`config.mk`:
```
export PLATFORM = sky130hd
export DESIGN_NAME = alu_ctrl
export DESIGN_NICKNAME = d
export VERILOG_FILES = /design/src/rtl/alu_pkg.sv /design/src/rtl/alu_regfile.sv /design/src/rtl/alu_ctrl.sv
export SDC_FILE = /design/constraint.sdc
export NUM_CORES = 1
export LEC_CHECK = 0
export CORE_AREA = 2 2 106 108
export CTS_CLUSTER_DIAMETER = 200
export DETAILED_ROUTE_END_ITERATION = 8
export DIE_AREA = 0 0 108 110
export PLACE_DENSITY_LB_ADDON = 0.08
export SLEW_MARGIN = 25
export SYNTH_ARGS = -nofsm -noshare
export SYNTH_HDL_FRONTEND = slang
export SYNTH_SLANG_ARGS = --single-unit
export TNS_END_PERCENT = 10
```
`constraint.sdc`:
```
create_clock -name CLK -period 6.1 [get_ports CLK]
set_input_delay 1.83 -clock CLK [delete_from_list [all_inputs] [get_ports CLK]]
set_output_delay 1.83 -clock CLK [all_outputs]
set_load 0.005 [all_outputs]
```
`src/rtl/alu_pkg.sv`:
```
// -----------------------------------------------------------------------------
// alu_pkg
// Shared definitions for the ALU issue/writeback controller.
//   DATA_WIDTH : default operand/result width of the ALU datapath.
//   OP_*       : 4-bit ALU opcode encodings. The controller passes them
//                through unchecked; they are named here for callers.
//   state_t    : controller FSM encoding (IDLE / EXEC / RESP).
// -----------------------------------------------------------------------------
package alu_pkg;

   localparam int DATA_WIDTH = 16;

   localparam logic [3:0] OP_ADD  = 4'd0;
   localparam logic [3:0] OP_SUB  = 4'd1;
   localparam logic [3:0] OP_ID   = 4'd2;
   localparam logic [3:0] OP_NAND = 4'd3;
   localparam logic [3:0] OP_NOR  = 4'd4;
   localparam logic [3:0] OP_XNOR = 4'd5;
   localparam logic [3:0] OP_NOT  = 4'd6;
   localparam logic [3:0] OP_AND  = 4'd7;
   localparam logic [3:0] OP_OR   = 4'd8;
   localparam logic [3:0] OP_XOR  = 4'd9;
   localparam logic [3:0] OP_LRS  = 4'd10;
   localparam logic [3:0] OP_ARS  = 4'd11;
   localparam logic [3:0] OP_RR   = 4'd12;
   localparam logic [3:0] OP_LLS  = 4'd13;
   localparam logic [3:0] OP_ALS  = 4'd14;
   localparam logic [3:0] OP_RL   = 4'd15;

   typedef enum logic [1:0] {
      IDLE = 2'd0,
      EXEC = 2'd1,
      RESP = 2'd2
   } state_t;

endpackage

```
`src/rtl/alu_regfile.sv`:
```
// -----------------------------------------------------------------------------
// alu_regfile
// Small register file feeding the ALU controller.
//   i_clk       : clock, write and clear on rising edge
//   i_rst_n     : synchronous active-low clear of every entry
//   i_we        : write enable
//   i_waddr     : write address
//   i_wdata     : write data
//   i_raddr1/2  : asynchronous read addresses (operands A/B)
//   o_rdata1/2  : asynchronous read data
//   i_dbg_addr  : debug read address
//   o_dbg_data  : asynchronous debug read data
// Clear has priority over a write in the same cycle, so a command that is
// in flight when reset arrives never lands in the array.
// -----------------------------------------------------------------------------
module alu_regfile #(
   parameter int DATA_WIDTH = 16,
   parameter int ADDR_W     = 2
) (
   input  logic                  i_clk,
   input  logic                  i_rst_n,
   input  logic                  i_we,
   input  logic [ADDR_W-1:0]     i_waddr,
   input  logic [DATA_WIDTH-1:0] i_wdata,
   input  logic [ADDR_W-1:0]     i_raddr1,
   input  logic [ADDR_W-1:0]     i_raddr2,
   input  logic [ADDR_W-1:0]     i_dbg_addr,
   output logic [DATA_WIDTH-1:0] o_rdata1,
   output logic [DATA_WIDTH-1:0] o_rdata2,
   output logic [DATA_WIDTH-1:0] o_dbg_data
);

   localparam int NUM_REGS = 2 ** ADDR_W;

   logic [DATA_WIDTH-1:0] r_mem [NUM_REGS];

   always_ff @(posedge i_clk) begin
      if (!i_rst_n) begin
         for (int i = 0; i < NUM_REGS; i++) begin
            r_mem[i] <= '0;
         end
      end else if (i_we) begin
         r_mem[i_waddr] <= i_wdata;
      end
   end

   assign o_rdata1   = r_mem[i_raddr1];
   assign o_rdata2   = r_mem[i_raddr2];
   assign o_dbg_data = r_mem[i_dbg_addr];

endmodule

```
`src/rtl/alu_ctrl.sv`:
```
// -----------------------------------------------------------------------------
// alu_ctrl
// Issue/writeback sequencer wrapped around a purely combinational 16-bit ALU.
// A command names source/destination registers of an internal register file;
// the controller latches operands, presents them to the ALU for one cycle,
// writes the result back and returns result/carry/zero on a response channel.
//
// Ports
//   CLK, RSTn            : clock, synchronous active-low reset
//   cmd_valid/cmd_ready  : command handshake
//   cmd_op               : ALU opcode (passed through unchecked)
//   cmd_rd/rs1/rs2       : destination / source-A / source-B registers
//   cmd_use_imm, cmd_imm : take B from the immediate instead of rs2
//   alu_A/alu_B/alu_OP   : to the ALU, straight from the operand registers
//   alu_C/alu_Cout       : from the ALU
//   rsp_valid/rsp_ready  : response handshake
//   rsp_data/cout/zero   : captured C, Cout and (C == 0)
//   dbg_addr/dbg_data    : combinational register-file peek
//
// Build option
//   ALU_CTRL_BACK2BACK_EN : when defined, a new command may be accepted in
//   RESP in the same cycle the response is taken, going straight to EXEC
//   (2-cycle issue interval). Undefined: commands only accepted in IDLE
//   (3-cycle issue interval).
// -----------------------------------------------------------------------------
module alu_ctrl #(
   parameter int DATA_WIDTH = alu_pkg::DATA_WIDTH,
   parameter int REG_ADDR_W = 2
) (
   input  logic                  CLK,
   input  logic                  RSTn,
   input  logic                  cmd_valid,
   output logic                  cmd_ready,
   input  logic [3:0]            cmd_op,
   input  logic [REG_ADDR_W-1:0] cmd_rd,
   input  logic [REG_ADDR_W-1:0] cmd_rs1,
   input  logic [REG_ADDR_W-1:0] cmd_rs2,
   input  logic                  cmd_use_imm,
   input  logic [DATA_WIDTH-1:0] cmd_imm,
   output logic [DATA_WIDTH-1:0] alu_A,
   output logic [DATA_WIDTH-1:0] alu_B,
   output logic [3:0]            alu_OP,
   input  logic [DATA_WIDTH-1:0] alu_C,
   input  logic                  alu_Cout,
   output logic                  rsp_valid,
   input  logic                  rsp_ready,
   output logic [DATA_WIDTH-1:0] rsp_data,
   output logic                  rsp_cout,
   output logic                  rsp_zero,
   input  logic [REG_ADDR_W-1:0] dbg_addr,
   output logic [DATA_WIDTH-1:0] dbg_data
);

   import alu_pkg::*;

   state_t                r_state;
   state_t                w_state_nxt;
   logic                  w_cmd_ready;
   logic                  w_rsp_valid;
   logic                  w_accept;
   logic                  w_wb_en;

   logic [DATA_WIDTH-1:0] w_rdata1;
   logic [DATA_WIDTH-1:0] w_rdata2;

   logic [DATA_WIDTH-1:0] r_opA;
   logic [DATA_WIDTH-1:0] r_opB;
   logic [3:0]            r_opOP;
   logic [REG_ADDR_W-1:0] r_rd;

   logic [DATA_WIDTH-1:0] r_rsp_data;
   logic                  r_rsp_cout;
   logic                  r_rsp_zero;

   // Writeback happens at the edge that closes EXEC; the next command's
   // operand read (IDLE, or RESP in back-to-back mode) is always later, so
   // dependent commands never need forwarding.
   assign w_wb_en  = (r_state == EXEC);
   assign w_accept = cmd_valid && w_cmd_ready;

   alu_regfile #(
      .DATA_WIDTH (DATA_WIDTH),
      .ADDR_W     (REG_ADDR_W)
   ) u_regfile (
      .i_clk      (CLK),
      .i_rst_n    (RSTn),
      .i_we       (w_wb_en),
      .i_waddr    (r_rd),
      .i_wdata    (alu_C),
      .i_raddr1   (cmd_rs1),
      .i_raddr2   (cmd_rs2),
      .i_dbg_addr (dbg_addr),
      .o_rdata1   (w_rdata1),
      .o_rdata2   (w_rdata2),
      .o_dbg_data (dbg_data)
   );

   // ---- FSM state register --------------------------------------------------
   always_ff @(posedge CLK) begin
      if (!RSTn) begin
         r_state <= IDLE;
      end else begin
         r_state <= w_state_nxt;
      end
   end

   // ---- FSM next state / handshake decode -----------------------------------
   // cmd_ready depends only on registered state (and rsp_ready in
   // back-to-back mode), never on cmd_valid.
   always_comb begin
      w_state_nxt = r_state;
      w_cmd_ready = 1'b0;
      w_rsp_valid = 1'b0;
      case (r_state)
         IDLE: begin
            w_cmd_ready = 1'b1;
            if (cmd_valid) begin
               w_state_nxt = EXEC;
            end
         end
         EXEC: begin
            w_state_nxt = RESP;
         end
         RESP: begin
            w_rsp_valid = 1'b1;
`ifdef ALU_CTRL_BACK2BACK_EN
            w_cmd_ready = rsp_ready;
            if (rsp_ready) begin
               w_state_nxt = cmd_valid ? EXEC : IDLE;
            end
`else
            if (rsp_ready) begin
               w_state_nxt = IDLE;
            end
`endif
         end
         default: begin
            w_state_nxt = IDLE;
         end
      endcase
   end

   assign cmd_ready = w_cmd_ready;
   assign rsp_valid = w_rsp_valid;

   // ---- Issue stage: operand capture on accept ------------------------------
   always_ff @(posedge CLK) begin
      if (!RSTn) begin
         r_opA  <= '0;
         r_opB  <= '0;
         r_opOP <= 4'b0000;
         r_rd   <= '0;
      end else if (w_accept) begin
         r_opA  <= w_rdata1;
         r_opB  <= cmd_use_imm ? cmd_imm : w_rdata2;
         r_opOP <= cmd_op;
         r_rd   <= cmd_rd;
      end
   end

   assign alu_A  = r_opA;
   assign alu_B  = r_opB;
   assign alu_OP = r_opOP;

   // ---- Writeback stage: capture ALU result at the end of EXEC --------------
   always_ff @(posedge CLK) begin
      if (!RSTn) begin
         r_rsp_data <= '0;
         r_rsp_cout <= 1'b0;
         r_rsp_zero <= 1'b0;
      end else if (w_wb_en) begin
         r_rsp_data <= alu_C;
         r_rsp_cout <= alu_Cout;
         r_rsp_zero <= (alu_C == '0);
      end
   end

   assign rsp_data = r_rsp_data;
   assign rsp_cout = r_rsp_cout;
   assign rsp_zero = r_rsp_zero;

endmodule

```
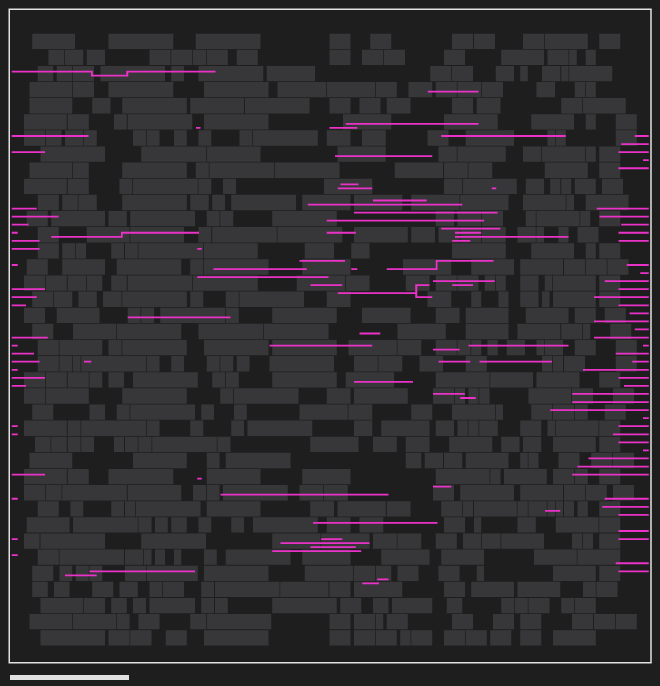
*Metal 3, run 1*
The bar under the picture is 20 um long.
main direction: horizontal
wire length on this layer: 926 um
Total Wirelength: 14,000 um
vias after detailed routing: 3,981

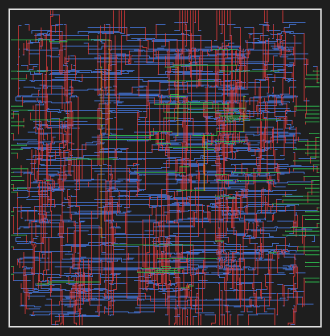
*Signal wires by layer, run 1*
[met4] orange | wire length: 148 um
[met3] green | wire length: 926 um
[met2] red | wire length: 6,000 um
[met1] blue | wire length: 6,880 um
Global Route Usage Sum: 0.247
average routed wire per standard cell: 20.4 um

==> ci_impl_report.md, run 1 <==
## Synthesis and layout report

| Metric | Value |
|---|---|
| Worst R2R End | `u_regfile.r_mem[1][13]` |
| GR met3 Demand/Resource | `0.0523` |
| Signal inverters | `0` |
| Reported combinational group power | `0.267 mW` |
| Result of the run | `finished clean` |
| H-tree levels | `4` |
| Least setup slack across all paths after layout | `627 ps` |
| Startpoint of the tightest hold check path | `rsp_data[9]` |
| Comb_multi_in | `264` |
| I/O pin cnt | `122` |
| GP Congestion | `0.910` |
| Stage-log warning count | `26` |
| Proportion of synthesized flip-flops having asynchronous set or reset | `0` |
| Final standard cell area without fillers | `7540 um^2` |
| Most used standard cells in the synthesized netlist | `sky130_fd_sc_hd__edfxtp_1 (64), sky130_fd_sc_hd__dfxtp_1 (58), sky130_fd_sc_hd__and2_1 (57), sky130_fd_sc_hd__mux4_2 (32), sky130_fd_sc_hd__mux2_2 (30)` |
| Origin of the worst setup path | `dbg_addr[0]` |
| RSZ-0062 raised after global routing | `no` |
| Yosys Chip Area | `5750 um^2` |
| Netlist area before placement | `5750 um^2` |
| Hold-fix buffer count after cts | `0` |
| Critical Path Slowest Stage Cell | `sky130_fd_sc_hd__mux4_2` |
| Critical Path Stages | `4` |
| Fraction of final layout cells sized beyond drive strength 1 | `0.211` |
| CTS tree | `done` |
| Cell kind with the greatest summed area | `sequential cells` |
| Number of flops mapped to enable cells by yosys | `64` |
| CTS Sinks | `122` |
| Design internal power | `1.64 mW` |
| Setup TNS Final | `0 ps` |
| Avg Inst Size Synth | `13.6 um^2` |
| CP Max Fanout | `16` |
| Area enclosed by the die boundary | `11,900 um^2` |
| Sequential share of the synthesized area | `0.536` |
| Count of different cell masters after synthesis | `32` |
| Maximum resistive drop on vdd | `282 uV` |
| Filler-free cell count of the finished design | `685` |
| Dominant logic cell types in the final layout | `sky130_fd_sc_hd__clkdlybuf4s50_1 (119), sky130_fd_sc_hd__edfxtp_1 (64), sky130_fd_sc_hd__dfxtp_1 (58)` |
| Cell with the most instances after synthesis | `sky130_fd_sc_hd__edfxtp_1` |
| Detailed-router iteration count before antenna repair | `9` |
| Initial detailed-routing violation count | `319` |
| Cell-by-cell listing of the critical path | `clkdlybuf4s50_1 -> buf_4 -> mux4_2 -> clkdlybuf4s50_1` |
| Die H | `110 um` |
| Final-report max-slew violation count | `0` |
| Fraction of post-synthesis cell area in the top cell type by area | `0.334` |
| Antenna cells | `0` |
| Hpwl dp | `10,000 um` |
| Layout clock area frac | `0.0757` |
| Post-synthesis xor/xnor area fraction | `0` |
| Hold-critical path depth | `1` |
| Clock buffer depth | `2` |
| Number of nets at floorplan | `473` |
| Setup-violating endpoint count in the final report | `0` |
| Seq area share | `0.409` |
| Clock Pin Slew Worst Setup and Hold Paths | `60 ps` |
| Non-clk bufs | `127` |
| Number of max-cap violations | `0` |
| Syn Inst Count | `423` |
| First-pass GRT wire length | `21,700 um` |
| Sum of internal, switching and leakage power | `2.17 mW` |
| Count of buffers from port buffering | `121` |
| Data arrival time of the worst path | `3640 ps` |
| Number of global-route vias before repair | `3,836` |
| Post-route clock period utilization | `0.897` |
| Post-CTS sizing | `0` |
| GRT overflow | `0` |
| Largest cells by area after synthesis | `sky130_fd_sc_hd__edfxtp_1 (33%), sky130_fd_sc_hd__dfxtp_1 (20%), sky130_fd_sc_hd__mux4_2 (13%)` |
| Fin util | `0.705` |
| Clock tree buffer count of the final layout | `18` |
| Power per cell area | `288 nW/um^2` |
| Worst slack on hold paths | `452 ps` |
| Placeable core region | `10,700 um^2` |
| Simple share | `0.123` |
| Combined buffer and inverter count along the critical path | `3` |
| Maximum cell stage delay along the critical path | `570 ps` |
| Worst Setup End Kind | `output pin` |
| Count of flip-flops and latches | `122` |
| Area share of buffers outside the clock network | `0.165` |
| Pleak | `2.85 nW` |
| Cell taking the most area after synthesis | `sky130_fd_sc_hd__edfxtp_1` |
| Width of the die | `108 um` |
| Number of buffers created by CTS | `17` |
| Area fraction in compound gates after synthesis | `0.105` |
| Met1 Wirelength | `6880 um` |
| Most flops, register | `u_regfile.r_mem` |
| Critical path endpoint | `dbg_data[7]` |
| Clock period minus final worst setup slack | `5470 ps` |
| Clock root buffer | `sky130_fd_sc_hd__clkbuf_8` |
| Remaining number of nets flagged by the antenna check after routing | `0` |
| Worst slack after detailed placement | `614 ps` |
| Largest net degree at the start of global routing | `56` |
| Post-Synth Adder-Cell Area | `0` |
| Number of post-CTS setup repair buffers | `0` |
| Multiplexer share | `0.198` |
| Count of endpoints failing hold in the final timing report | `0` |
| Number of flip-flops under the largest register name | `64` |
| Synth Register Bits | `122` |
| Area after DPL | `6970 um^2` |
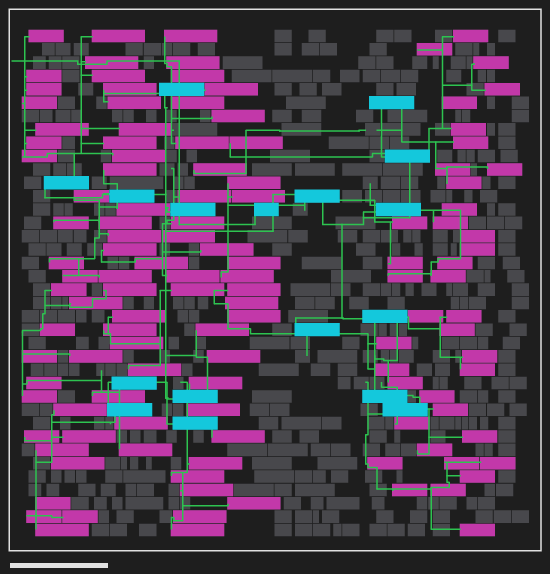
*Clock distribution, run 1*
The bar under the picture is 20 um long.
[flip-flops] magenta | count: 122
[clock wires] green | length: 1,470 um
[cells driving clock nets] cyan | count: 17
routed clock nets: 18
flops lie: all over the die
part of the total power dissipated in the clock network: 0.440
clk ins delay skew pair: 520 ps
Worst Clk Skew: 6.95 ps
clock network power: 0.957 mW

## Run 2: what changed since run 1
==> constraint.sdc (replaced) <==
create_clock -name CLK -period 6.1 [get_ports CLK]
set_input_delay 1.22 -clock CLK [delete_from_list [all_inputs] [get_ports CLK]]
set_output_delay 1.22 -clock CLK [all_outputs]
set_load 0.005 [all_outputs]
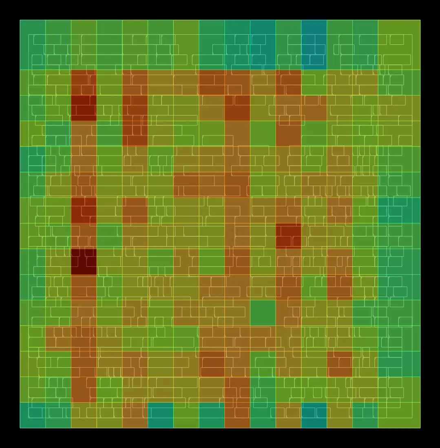
*Congestion heat map, run 2*
met2 layer usage reported by global route: 0.349
Most Used Layer, Global Route: met1
fin util: 0.706
met1 routing resource usage after global routing: 0.373
Global Route Usage Sum: 0.246

==> run 2 against run 1 <==
Effect of this change:
- wire length shrank 1.8%
- via count increased by 0.18%
- fmax up 17%
- critical path depth did not move
- design area is 0.20% higher
- combinational power barely moved
- sequential share of layout area down 0.081 points
- count of clock-buffer cells in the layout increased by 3
- clock power up 2.7%
- highest routed layer unchanged
==> ci_impl_report.md, run 2 <==
## Synthesis and layout report

| Metric | Value |
|---|---|
| Combinational gate area | `2460 um^2` |
| Critical Path Stages | `4` |
| CTS Sinks | `122` |
| Antenna cells | `0` |
| Simple share | `0.123` |
| Most flops, register | `u_regfile.r_mem` |
| Area enclosed by the die boundary | `11,900 um^2` |
| Hpwl dp | `10,100 um` |
| CP Max Fanout | `11` |
| CP Data Required Time | `4880 ps` |
| Power consumed by sequential cells | `0.949 mW` |
| Highest metal layer used by the detailed router | `met4` |
| Clock period minus final worst setup slack | `4660 ps` |
| Filler-free cell count of the finished design | `684` |
| Clk ins delay skew pair | `520 ps` |
| Count of flip-flops and latches | `122` |
| Power per cell area | `291 nW/um^2` |
| Final-report max-slew violation count | `0` |
| Data arrival time of the worst path | `3440 ps` |
| Fraction of post-synthesis cell area in the top cell type by area | `0.334` |
| Least setup slack across all paths after layout | `1440 ps` |
| Detailed-route vias per instance | `5.83` |
| Worst Clk Skew | `5.76 ps` |
| Sw frac | `0.226` |
| Met2 WL | `5850 um` |
| Count of endpoints failing hold in the final timing report | `0` |
| Netlist area before placement | `5750 um^2` |
| I/O pin cnt | `122` |
| Origin of the worst setup path | `dbg_addr[0]` |
| Average routed wire per standard cell | `20.0 um` |
| Cell-by-cell listing of the critical path | `clkdlybuf4s50_1 -> buf_4 -> mux4_2 -> clkdlybuf4s50_1` |
| Startpoint of the tightest hold check path | `rsp_data[3]` |
| First-pass GRT wire length | `21,400 um` |
| Count of buffers from port buffering | `121` |
| Number of buffers created by CTS | `17` |
| Dpl cells | `652` |
| Count of different cell masters after synthesis | `32` |
| Sequential share of the synthesized area | `0.536` |
| Met1 Wirelength | `6570 um` |
| Area fraction in compound gates after synthesis | `0.105` |
| Fraction of final layout cells sized beyond drive strength 1 | `0.204` |
| Largest family of logic cells by area | `multiplexers` |
| Worst R2R End | `u_regfile.r_mem[1][11]` |
| Number of nets at floorplan | `473` |
| Clock tree buffer count of the final layout | `21` |
| Fin nets | `581` |
| Hold-fix buffer count after cts | `0` |
| Maximum cell stage delay along the critical path | `930 ps` |
| Category of the critical setup timing path | `primary input to output pin` |
| Signal inverters | `0` |
| Width of the die | `108 um` |
| DR DRC count | `0` |
| GRT overflow | `0` |
| Number of max-cap violations | `0` |
| Worst Setup End Kind | `output pin` |
| Syn Inst Count | `423` |
| Core Rows | `38` |
| Number of synthesis warnings | `0` |
| Remaining number of nets flagged by the antenna check after routing | `0` |
| Non-clk bufs | `126` |
| Cell kind with the greatest summed area | `sequential cells` |
| Cell with the most instances after synthesis | `sky130_fd_sc_hd__edfxtp_1` |
| Seq. cell area | `3080 um^2` |
| Part of the total power dissipated in the clock network | `0.447` |
| Number of fill cells in the layout | `769` |
| Area share of buffers outside the clock network | `0.165` |
| Layout clock area frac | `0.0775` |
| Most used standard cells in the synthesized netlist | `sky130_fd_sc_hd__edfxtp_1 (64), sky130_fd_sc_hd__dfxtp_1 (58), sky130_fd_sc_hd__and2_1 (57), sky130_fd_sc_hd__mux4_2 (32), sky130_fd_sc_hd__mux2_2 (30)` |
| Reg2reg start | `r_state[0]` |
| Class of the most critical hold timing path | `register to register` |
| Result of the run | `finished clean` |
| RSZ-0062 raised after global routing | `no` |
| CTS tree | `done` |
| Slew of the pin with the lowest slew margin | `805 ps` |
| Met3 routed wirelength | `1100 um` |
| Critical Path Slowest Stage Cell | `sky130_fd_sc_hd__clkdlybuf4s50_1` |
| Slack of the worst reg-to-reg path | `3660 ps` |
| Number of antenna violations at the first check in global routing | `0` |
| Number of global-route vias before repair | `3,730` |
| Die H | `110 um` |
| Comb_multi_in | `264` |
| Category of the worst setup path launch point | `primary input` |
| Hold-critical path depth | `1` |
| Portion of total power attributed to combinational logic | `0.122` |
| Clock Pin Slew Worst Setup and Hold Paths | `60 ps` |
| Post-CTS sizing | `0` |
| Fmax | `0.214 GHz` |
| Clock network power | `0.983 mW` |
| Proportion of synthesized flip-flops having asynchronous set or reset | `0` |
| Combined buffer and inverter count along the critical path | `3` |
| Multiplexer share | `0.198` |
| Post-route clock period utilization | `0.764` |
| Yosys Chip Area | `5750 um^2` |
| Number of post-CTS setup repair buffers | `0` |
| Setup TNS Final | `0 ps` |
| Critical path endpoint | `dbg_data[8]` |
| Post-Synth Adder-Cell Area | `0` |
| Largest net degree at the start of global routing | `56` |
| Number of flip-flops under the largest register name | `64` |
| Design internal power | `1.70 mW` |
| Largest cells by area after synthesis | `sky130_fd_sc_hd__edfxtp_1 (33%), sky130_fd_sc_hd__dfxtp_1 (20%), sky130_fd_sc_hd__mux4_2 (13%)` |
| Seq area share | `0.408` |
| Kind of cell with the highest combined delay on the critical path | `buffers and inverters` |
| Avg Inst Size Synth | `13.6 um^2` |
| Number of cells in Yosys stat | `423` |
| Worst slack after detailed placement | `1400 ps` |
| Reported combinational group power | `0.268 mW` |
| Most Frequent Cell on Critical Path | `sky130_fd_sc_hd__clkdlybuf4s50_1` |
| Worst slack on hold paths | `449 ps` |
| Number of cells traversed by the worst register-to-register path | `3` |
| Area after DPL | `6960 um^2` |
| Clock root buffer | `sky130_fd_sc_hd__clkbuf_8` |
| Maximum resistive drop on vdd | `247 uV` |
| Remaining max-slew budget at the tightest pin | `0.462` |
| Sum of internal, switching and leakage power | `2.20 mW` |
| Most common cell after layout, fill and taps aside | `sky130_fd_sc_hd__clkdlybuf4s50_1` |
| Stage-log warning count | `26` |
| Floorplan utilization | `0.537` |
| Predominant post-synthesis flop cell | `sky130_fd_sc_hd__edfxtp_1` |
| Synth Register Bits | `122` |
| Sw power | `0.497 mW` |
| H-tree levels | `4` |
| Well tap count | `140` |
| Dominant logic cell types in the final layout | `sky130_fd_sc_hd__clkdlybuf4s50_1 (120), sky130_fd_sc_hd__edfxtp_1 (64), sky130_fd_sc_hd__dfxtp_1 (58)` |
| Worst Hold Endpoint | `rsp_data[3]` |
| Placeable core region | `10,700 um^2` |
| GP Congestion | `0.876` |
| Number of flops mapped to enable cells by yosys | `64` |
| Logic share of the area | `0.326` |
| Detailed-router iteration count before antenna repair | `5` |
| Initial detailed-routing violation count | `286` |
| Layout-stage area growth over the synthesis result | `31.4%` |
| Cell taking the most area after synthesis | `sky130_fd_sc_hd__edfxtp_1` |
| Proportion of power drawn by flip-flops and latches | `0.431` |
| Clock buffer depth | `2` |
| Post-synthesis xor/xnor area fraction | `0` |
| Main power group | `the clock network` |
| Final standard cell area without fillers | `7550 um^2` |
| Setup-violating endpoint count in the final report | `0` |
| Pleak | `2.84 nW` |
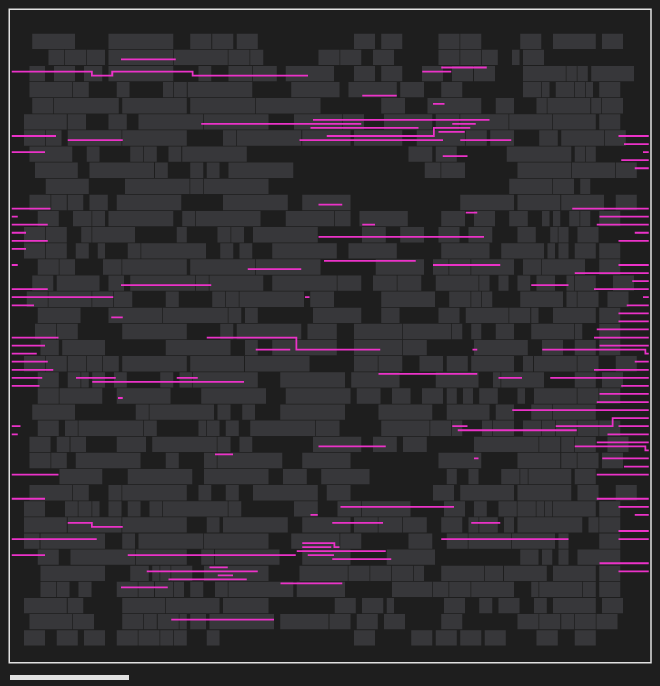
*Metal 3, run 2*
The bar under the picture is 20 um long.
longest straight run: 29.4 um
share of all routed wire: 8.1%
main direction: horizontal
wire length on this layer: 1,100 um
vias after detailed routing: 3,988
Total Wirelength: 13,700 um
GR met3 Demand/Resource: 0.0582

Power is estimated from default activity; no workload was simulated.
